`config.mk`:
```
export PLATFORM = sky130hd
export DESIGN_NAME = bubble_host_sequencer
export DESIGN_NICKNAME = d
export VERILOG_FILES = /design/src/rtl/bubble_host_sequencer.sv
export SDC_FILE = /design/constraint.sdc
export NUM_CORES = 1
export LEC_CHECK = 0
export ABC_AREA = 1
export CORE_ASPECT_RATIO = 0.8
export CORE_MARGIN = 1
export CORE_UTILIZATION = 52
export DETAILED_ROUTE_END_ITERATION = 12
export HOLD_SLACK_MARGIN = 0.02
export PLACE_DENSITY = 0.73
export SYNTH_ARGS = -nofsm -noshare
export SYNTH_HDL_FRONTEND = slang
export SYNTH_SLANG_ARGS = --single-unit
```
`constraint.sdc`:
```
create_clock -name MCLK -period 2.9 [get_ports MCLK]
set_clock_uncertainty 0.05 [all_clocks]
set_input_delay 0.87 -clock MCLK [delete_from_list [all_inputs] [get_ports MCLK]]
set_output_delay 0.87 -clock MCLK [all_outputs]
set_load 0.01 [all_outputs]
```
`src/rtl/bubble_host_sequencer.sv`:
```
// Host-side bubble drive sequencer: command-driven boot-loop / page-read strobe
// generation on nBSEN/nREPEN/nBOOTEN with periodic DOUT capture.
module bubble_host_sequencer #(
  parameter int unsigned      CHANNELS       = 2,
  parameter int unsigned      CNT_W          = 24,
  parameter logic [CNT_W-1:0] SETUP_CYC      = CNT_W'(50000),
  parameter logic [CNT_W-1:0] BOOT_REP_DLY   = CNT_W'(38),
  parameter logic [CNT_W-1:0] REP_LOW_CYC    = CNT_W'(1233),
  parameter logic [CNT_W-1:0] REP_HIGH_CYC   = CNT_W'(687),
  parameter logic [CNT_W-1:0] BOOT_SHIFT_CYC = CNT_W'(4387745),
  parameter logic [CNT_W-1:0] BOOT_TAIL_CYC  = CNT_W'(423),
  parameter logic [CNT_W-1:0] PAGE_SHIFT_CYC = CNT_W'(675660),
  parameter logic [CNT_W-1:0] PAGE_REP_OFS   = CNT_W'(600000),
  parameter logic [CNT_W-1:0] REP_PULSE_CYC  = CNT_W'(683),
  parameter logic [CNT_W-1:0] BIT_CYC        = CNT_W'(16)
) (
  input  logic                MCLK,
  input  logic                MRST,
  input  logic                cmd_valid,
  output logic                cmd_ready,
  input  logic                cmd_boot,
  input  logic                cmd_abort,
  output logic                nBSEN,
  output logic                nREPEN,
  output logic                nBOOTEN,
  input  logic [CHANNELS-1:0] DOUT,
  output logic                bit_valid,
  output logic [CHANNELS-1:0] bit_data,
  output logic [15:0]         bit_count,
  output logic                busy,
  output logic                done
);

  typedef enum logic [1:0] {IDLE, SETUP, SHIFT, TAIL} state_t;

  state_t           state;
  logic             boot;
  logic             rep_on;
  logic             samp_en;
  logic [CNT_W-1:0] cnt;
  logic [CNT_W-1:0] ph_cnt;
  logic [CNT_W-1:0] bit_tmr;
  logic [CNT_W-1:0] cnt_nxt;
  logic             shift_last;
  logic             rep_start;
  logic             rep_flip;
  logic             sample_due;

  // cnt holds the zero-based cycle index within the current state; nREPEN
  // decisions look at the index of the cycle about to start (cnt_nxt).
  always_comb begin
    cnt_nxt    = cnt + 1'b1;
    shift_last = boot ? (cnt == BOOT_SHIFT_CYC - 1'b1) : (cnt == PAGE_SHIFT_CYC - 1'b1);
    rep_start  = !rep_on && (boot ? (cnt_nxt == BOOT_REP_DLY) : (cnt_nxt == PAGE_REP_OFS));
    rep_flip   = 1'b0;
    if (rep_on) begin
      if (boot)
        rep_flip = nREPEN ? (ph_cnt == REP_HIGH_CYC - 1'b1) : (ph_cnt == REP_LOW_CYC - 1'b1);
      else
        rep_flip = !nREPEN && (ph_cnt == REP_PULSE_CYC - 1'b1);
    end
    sample_due = samp_en && (bit_tmr == BIT_CYC - 1'b1);
  end

  assign cmd_ready = (state == IDLE);
  assign busy      = (state != IDLE);

  always_ff @(posedge MCLK) begin
    if (!MRST) begin
      state     <= IDLE;
      nBSEN     <= 1'b1;
      nREPEN    <= 1'b1;
      nBOOTEN   <= 1'b1;
      boot      <= 1'b0;
      rep_on    <= 1'b0;
      samp_en   <= 1'b0;
      cnt       <= '0;
      ph_cnt    <= '0;
      bit_tmr   <= '0;
      bit_valid <= 1'b0;
      bit_data  <= '0;
      bit_count <= '0;
      done      <= 1'b0;
    end else begin
      bit_valid <= 1'b0;
      done      <= 1'b0;
      if (state != IDLE && cmd_abort) begin
        state   <= IDLE;
        nBSEN   <= 1'b1;
        nREPEN  <= 1'b1;
        nBOOTEN <= 1'b1;
        rep_on  <= 1'b0;
        samp_en <= 1'b0;
      end else begin
        case (state)
          IDLE: begin
            if (cmd_valid) begin
              state     <= SETUP;
              boot      <= cmd_boot;
              nBOOTEN   <= !cmd_boot;
              cnt       <= '0;
              bit_count <= '0;
            end
          end
          SETUP: begin
            if (cnt == SETUP_CYC - 1'b1) begin
              state <= SHIFT;
              cnt   <= '0;
              nBSEN <= 1'b0;
              if (boot && BOOT_REP_DLY == '0) begin
                nREPEN  <= 1'b0;
                rep_on  <= 1'b1;
                ph_cnt  <= '0;
                samp_en <= 1'b1;
                bit_tmr <= '0;
              end
            end else begin
              cnt <= cnt_nxt;
            end
          end
          SHIFT: begin
            if (samp_en) begin
              if (sample_due) begin
                bit_tmr   <= '0;
                bit_data  <= DOUT;
                bit_valid <= 1'b1;
                if (bit_count != 16'hFFFF) bit_count <= bit_count + 16'd1;
              end else begin
                bit_tmr <= bit_tmr + 1'b1;
              end
            end
            // Shift end wins over any nREPEN phase change, truncating a pulse.
            if (shift_last) begin
              nBSEN   <= 1'b1;
              nREPEN  <= 1'b1;
              rep_on  <= 1'b0;
              samp_en <= 1'b0;
              cnt     <= '0;
              if (boot) begin
                state <= TAIL;
              end else begin
                state <= IDLE;
                done  <= 1'b1;
              end
            end else begin
              cnt <= cnt_nxt;
              if (rep_start) begin
                nREPEN  <= 1'b0;
                rep_on  <= 1'b1;
                ph_cnt  <= '0;
                samp_en <= 1'b1;
                bit_tmr <= '0;
              end else if (rep_on) begin
                if (rep_flip) begin
                  nREPEN <= !nREPEN;
                  ph_cnt <= '0;
                end else begin
                  ph_cnt <= ph_cnt + 1'b1;
                end
              end
            end
          end
          TAIL: begin
            if (cnt == BOOT_TAIL_CYC - 1'b1) begin
              state   <= IDLE;
              nBOOTEN <= 1'b1;
              done    <= 1'b1;
            end else begin
              cnt <= cnt_nxt;
            end
          end
          default: state <= IDLE;
        endcase
      end
    end
  end

endmodule
```
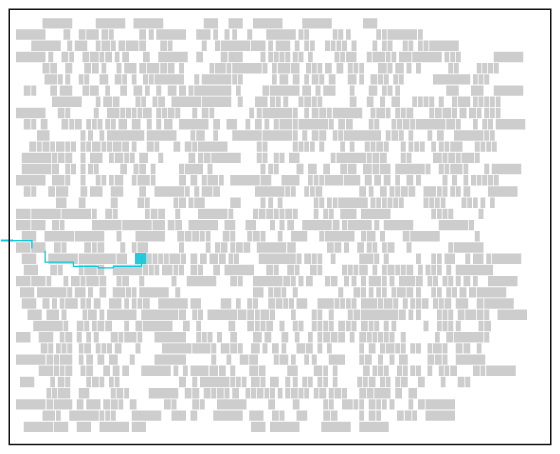
run_1/io_fan.png
- cmd_valid: cyan (direction input; end cells 2; buffers 1; wire 37.1 microns)
port bufs: 31
I/O pins: 32

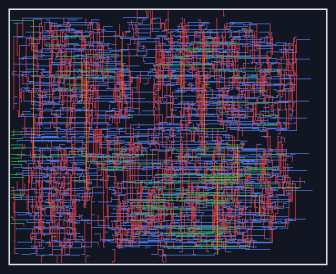
run_1/wires.png
- metal 2: red (wire length 7490 microns)
- metal 3: green (wire length 1330 microns)
- metal 1: blue (wire length 9270 microns)
- metal 4: orange (wire length 279 microns)
vias: 7395
overall global routing resource usage: 0.287

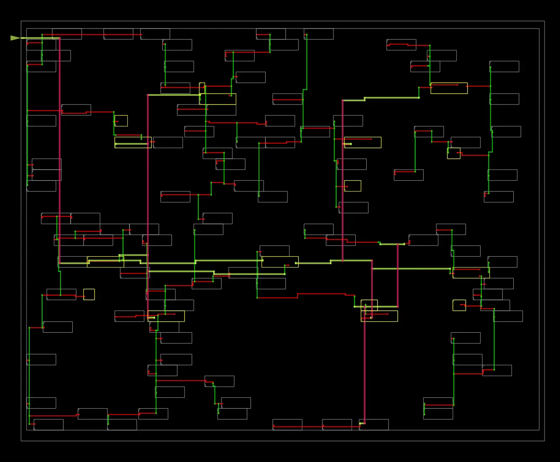
run_1/clocks.png
total clock sinks: 99
number of clock buffers in the layout: 10
number of flip-flops and latches: 99
clock insertion delay at the later pin of the skew report: 370 ps

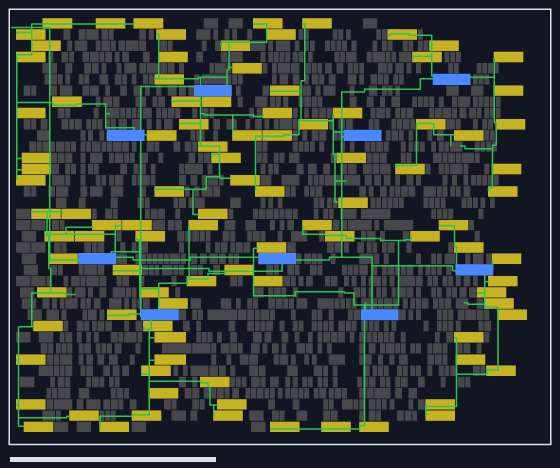
run_1/clk_routes.png
The bar under the picture is 50 microns long.
- flip-flops: yellow (count 99)
- clock drivers: blue (count 9)
- clock wires: green (length 1400 microns)
- flops lie: spread over the die
- routed clock nets: 10
part of the power in the clock network: 0.325
clock distribution power: 1.20 mW

==> flow_metrics.tcl, run 1 <==
# collected from the flow reports
set metrics [dict create \
    run_status "complete, no violations" \
    highest_count_cells_in_the_layout_ignoring_fill_and_taps "sky130_fd_sc_hd__nand2_1 (352), sky130_fd_sc_hd__nor2_1 (166), sky130_fd_sc_hd__inv_1 (139), sky130_fd_sc_hd__nand3_1 (122), sky130_fd_sc_hd__dfxtp_1 (97)" \
    final_layout_worst_hold_slack_ps 449 \
    timing.critical_path.to_type "flop" \
    area.share.sequential 0.256 \
    crit_path_cell_chain "ha_1 -> nand2_2 -> nor2_8 -> nand2_2 -> nor2_4 -> nand2_1 -> nand2_1 -> nand2_1 -> inv_1 -> nand2_1 -> nor2_1 -> nand2_1 -> nor2_2 -> nand2_2 -> nand2_1 -> nand2_4 -> a21oi_1 -> nor2_1" \
    clockNetworkAreaShare 0.0368 \
    seq_area_sq_um 1980 \
    layout.non_clock_buffers 52 \
    postSynthCellCount 1181 \
    clk_pin_slew_worst_paths_ps 70 \
    setup-tns-final_ps 0 \
    p_switching_mw 1.34 \
    aoi_share 0.0847 \
    r2r.worst_path.cells 18 \
    non_clock_buffer_area_share 0.0668 \
    drc 0 \
    min_period_over_period 0.915 \
    grt.met2_usage 0.409 \
    fp_nets 1194 \
    global_placer_s_final_weighted_congestion 0.958 \
    regToRegSetupSlack_ps 250 \
    finalHoldViolCount 0 \
    numCtsBuffers 9 \
    initial_antenna_violation_count 0 \
    drt-wirelength-per-cell_microns 13.3 \
    fp.coreArea_sq_um 12900 \
    die.size.x_microns 131 \
    area.share.combinational 0.542 \
    multi_input_comb_area_sq_um 4210 \
    finalNonFillerCells 1386 \
    asyncSetResetFlopFracSynth 0 \
    grt_start_max_net_pins 69 \
    power_switching_share 0.363 \
    worstPathRequired_ps 3110 \
    postPlaceCellArea_sq_um 7460 \
    synth.cellmix.xorXnorShare 0.0468 \
    vdd_ir_drop_max_mv 0.475 \
    cts_repair_resize_count 0 \
    logic_gate_count 898 \
    cts_buffer_depth 2 \
    power.share.sequential 0.398 \
]
-- run 1: worst max-delay path by stage --
stage | startpoint | end | cells after the start
3_5_place_dp | cnt[1] | ph_cnt[23] | 18
2_1_floorplan | cnt[1] | ph_cnt[20] | 19
5_1_grt | cnt[2] | ph_cnt[22] | 15
3_3_place_gp | cnt[1] | ph_cnt[23] | 18
6_report | cnt[1] | ph_cnt[22] | 18
4_1_cts | cnt[1] | ph_cnt[22] | 18
-- run 1: power by group through the flow --
stage,Sequential (mW),Combinational [mW],Clock [mW]
floorplan,1.49,0.604,0
global placement,1.50,1.00,0
detailed placement,1.50,1.00,0
CTS,1.46,1.00,1.22
global route,1.48,1.11,1.27
finish,1.47,1.02,1.20
==> run 2: changes to the inputs <==
CAP_MARGIN = 20   (was not set)
CTS_CLUSTER_SIZE = 20   (was not set)
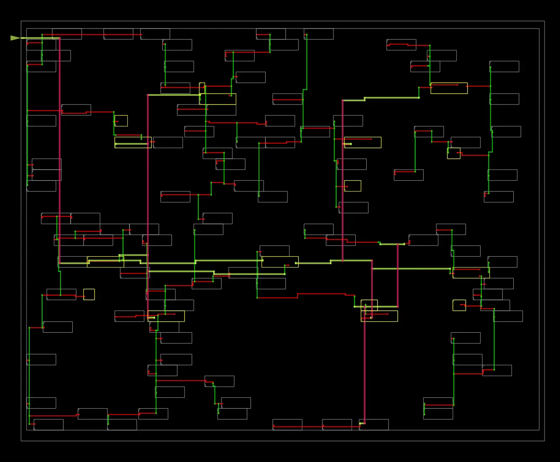
run_2/clocks.png
number of buffers created by CTS: 9

==> run 2 against run 1 <==
  * Register-to-register slack about the same
  * Wire length unchanged
  * Flip-flop count unchanged
  * Cell area unchanged
  * Via count unchanged
  * Area after synthesis unchanged
  * Count of clock-buffer cells in the layout unchanged
  * Die area unchanged
  * Critical path type unchanged
  * Largest cell class unchanged
  * Largest power group unchanged
==> flow_metrics.tcl, run 2 <==
# collected from the flow reports
set metrics [dict create \
    min_period_over_period 0.915 \
    clk-insertion-delay-late_ps 370 \
    crit_path_cell_chain "ha_1 -> nand2_2 -> nor2_8 -> nand2_2 -> nor2_4 -> nand2_1 -> nand2_1 -> nand2_1 -> inv_1 -> nand2_1 -> nor2_1 -> nand2_1 -> nor2_2 -> nand2_2 -> nand2_1 -> nand2_4 -> a21oi_1 -> nor2_1" \
    asyncSetResetFlopFracSynth 0 \
    worstPathRequired_ps 3110 \
    placement.io_buffers 31 \
    r2r.worst_path.cells 18 \
    finalHoldViolCount 0 \
    setup-tns-final_ps 0 \
    aoi_share 0.0847 \
    critical_path.startpoint "cnt[1]" \
    cp_num_cells 18 \
    power.share.sequential 0.398 \
    postSynthCellCount 1181 \
    drt-wirelength-per-cell_microns 13.3 \
    global_placer_s_final_weighted_congestion 0.958 \
    initial_antenna_violation_count 0 \
    power_switching_share 0.363 \
    die.size.x_microns 131 \
    clk_pin_slew_worst_paths_ps 70 \
    i_o_pins 32 \
    highest_count_cells_in_the_layout_ignoring_fill_and_taps "sky130_fd_sc_hd__nand2_1 (352), sky130_fd_sc_hd__nor2_1 (166), sky130_fd_sc_hd__inv_1 (139), sky130_fd_sc_hd__nand3_1 (122), sky130_fd_sc_hd__dfxtp_1 (97)" \
    run_status "complete, no violations" \
    fp_nets 1194 \
    clock_sink_count 99 \
    timing.critical_path.to_type "flop" \
    p_switching_mw 1.34 \
    drc 0 \
    powerSeq_mw 1.47 \
    maxPowerGroup "registers" \
    setup.worst_path.end "ph_cnt[22]" \
]
## run 2: cell counts after synthesis
Identical to the previous run, type by type.
## run 2: metal layers
| layer | share of wire | global-route usage | routed length (microns) |
|---|---|---|---|
| met1 | 0.50 | 0.437 | 9270 |
| met2 | 0.41 | 0.409 | 7490 |
| met3 | 0.073 | 0.0492 | 1330 |
| met4 | 0.015 | 0.0796 | 278 |
| met5 | 0 | 0 | 0 |
## run 2: layout make-up
cell class	count	share of cell area
Tap cell	175	0.0282
Multi-Input combinational cell	898	0.542
Timing Repair Buffer	52	0.0668
Clock inverter	6	0.00726
Sequential cell	99	0.256
Inverter	146	0.0706
Clock buffer	10	0.0295
## run 2: timing repair
action                                  in CTS  in global routing
resized                                      0                  4
buffers inserted                             0                  0
endpoints found under the setup margin       0                 33
run_2/io_fan.png
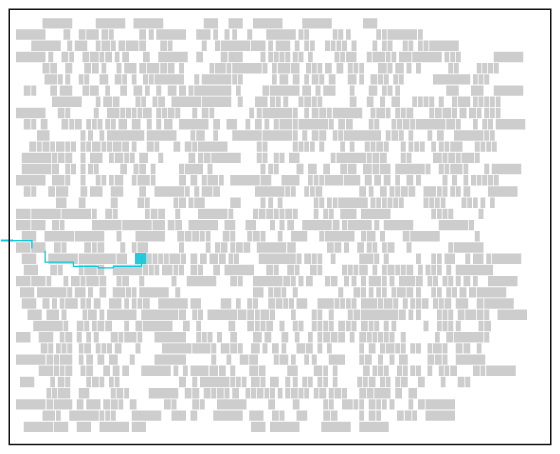

==> run 3: changes to the inputs <==
clock period = 3.3 ns   (was 2.9 ns; I/O delays follow)
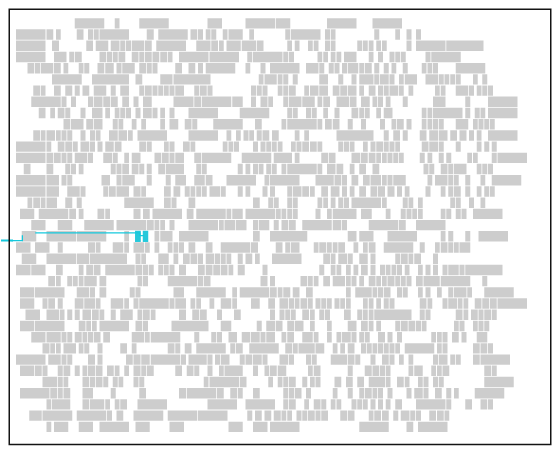
run_3/io_fan.png
- cmd_valid: cyan (direction input; end cells 2; buffers 1; wire 30.6 microns)

==> run 3 against run 2 <==
  * Setup slack gained 230 ps
  * Die area unchanged
  * Wire length fell by 0.97%
  * Utilization is 0.59 points lower
  * Largest cell class unchanged
==> flow_metrics.tcl, run 3 <==
# collected from the flow reports
set metrics [dict create \
    fp_nets 1194 \
    post-cts-setup-buffers 0 \
    seq_cells 99 \
    drt-wirelength-per-cell_microns 13.2 \
    drc 0 \
    aoi_share 0.0847 \
    met2_length_mm 7.52 \
    i_o_pins 32 \
    cts_repair_resize_count 0 \
    p_switching_mw 1.18 \
    tap-cell-count 175 \
    run_status "complete, no violations" \
    finalHoldViolCount 0 \
    inv_count 146 \
    asyncSetResetFlopFracSynth 0 \
    clk_pin_slew_worst_paths_ps 80 \
    min_period_over_period 0.856 \
    clockNetworkAreaShare 0.0379 \
    routedLengthMet1_mm 9.25 \
    highest_routed_layer "met4" \
    non_clock_buffer_area_share 0.0583 \
    die.size.x_microns 131 \
    clock_sink_count 99 \
    worstPathRequired_ps 3510 \
    dr_wl_met3_mm 1.30 \
]
run 3: cell counts after synthesis:
Identical to the previous run, type by type.
run 3: final timing paths:
path,to,slack (ps),start
worst max register to register,ph_cnt[22],480,cnt[1]
worst min-delay path,bit_tmr[23],450,bit_tmr[23]
worst max-delay path,ph_cnt[22],480,cnt[1]
worst min register to register,bit_tmr[23],450,bit_tmr[23]
run 3: power groups by stage:
stage	sequential, mW	clock (mW)	combinational [mW]
floorplan	1.31	0	0.530
global placement	1.31	0	0.852
detailed placement	1.31	0	0.851
CTS	1.28	1.10	0.855
global route	1.29	1.15	0.943
finish	1.28	1.07	0.865
run 3: per-layer routing:
layer / global-route usage / up-vias
met2: 0.389 / 229
met5: 0 / -
met1: 0.421 / 3241
met3: 0.0706 / 14
met4: 0.0460 / 0
li1: - / 3802
Power and IR drop assume default switching activity.
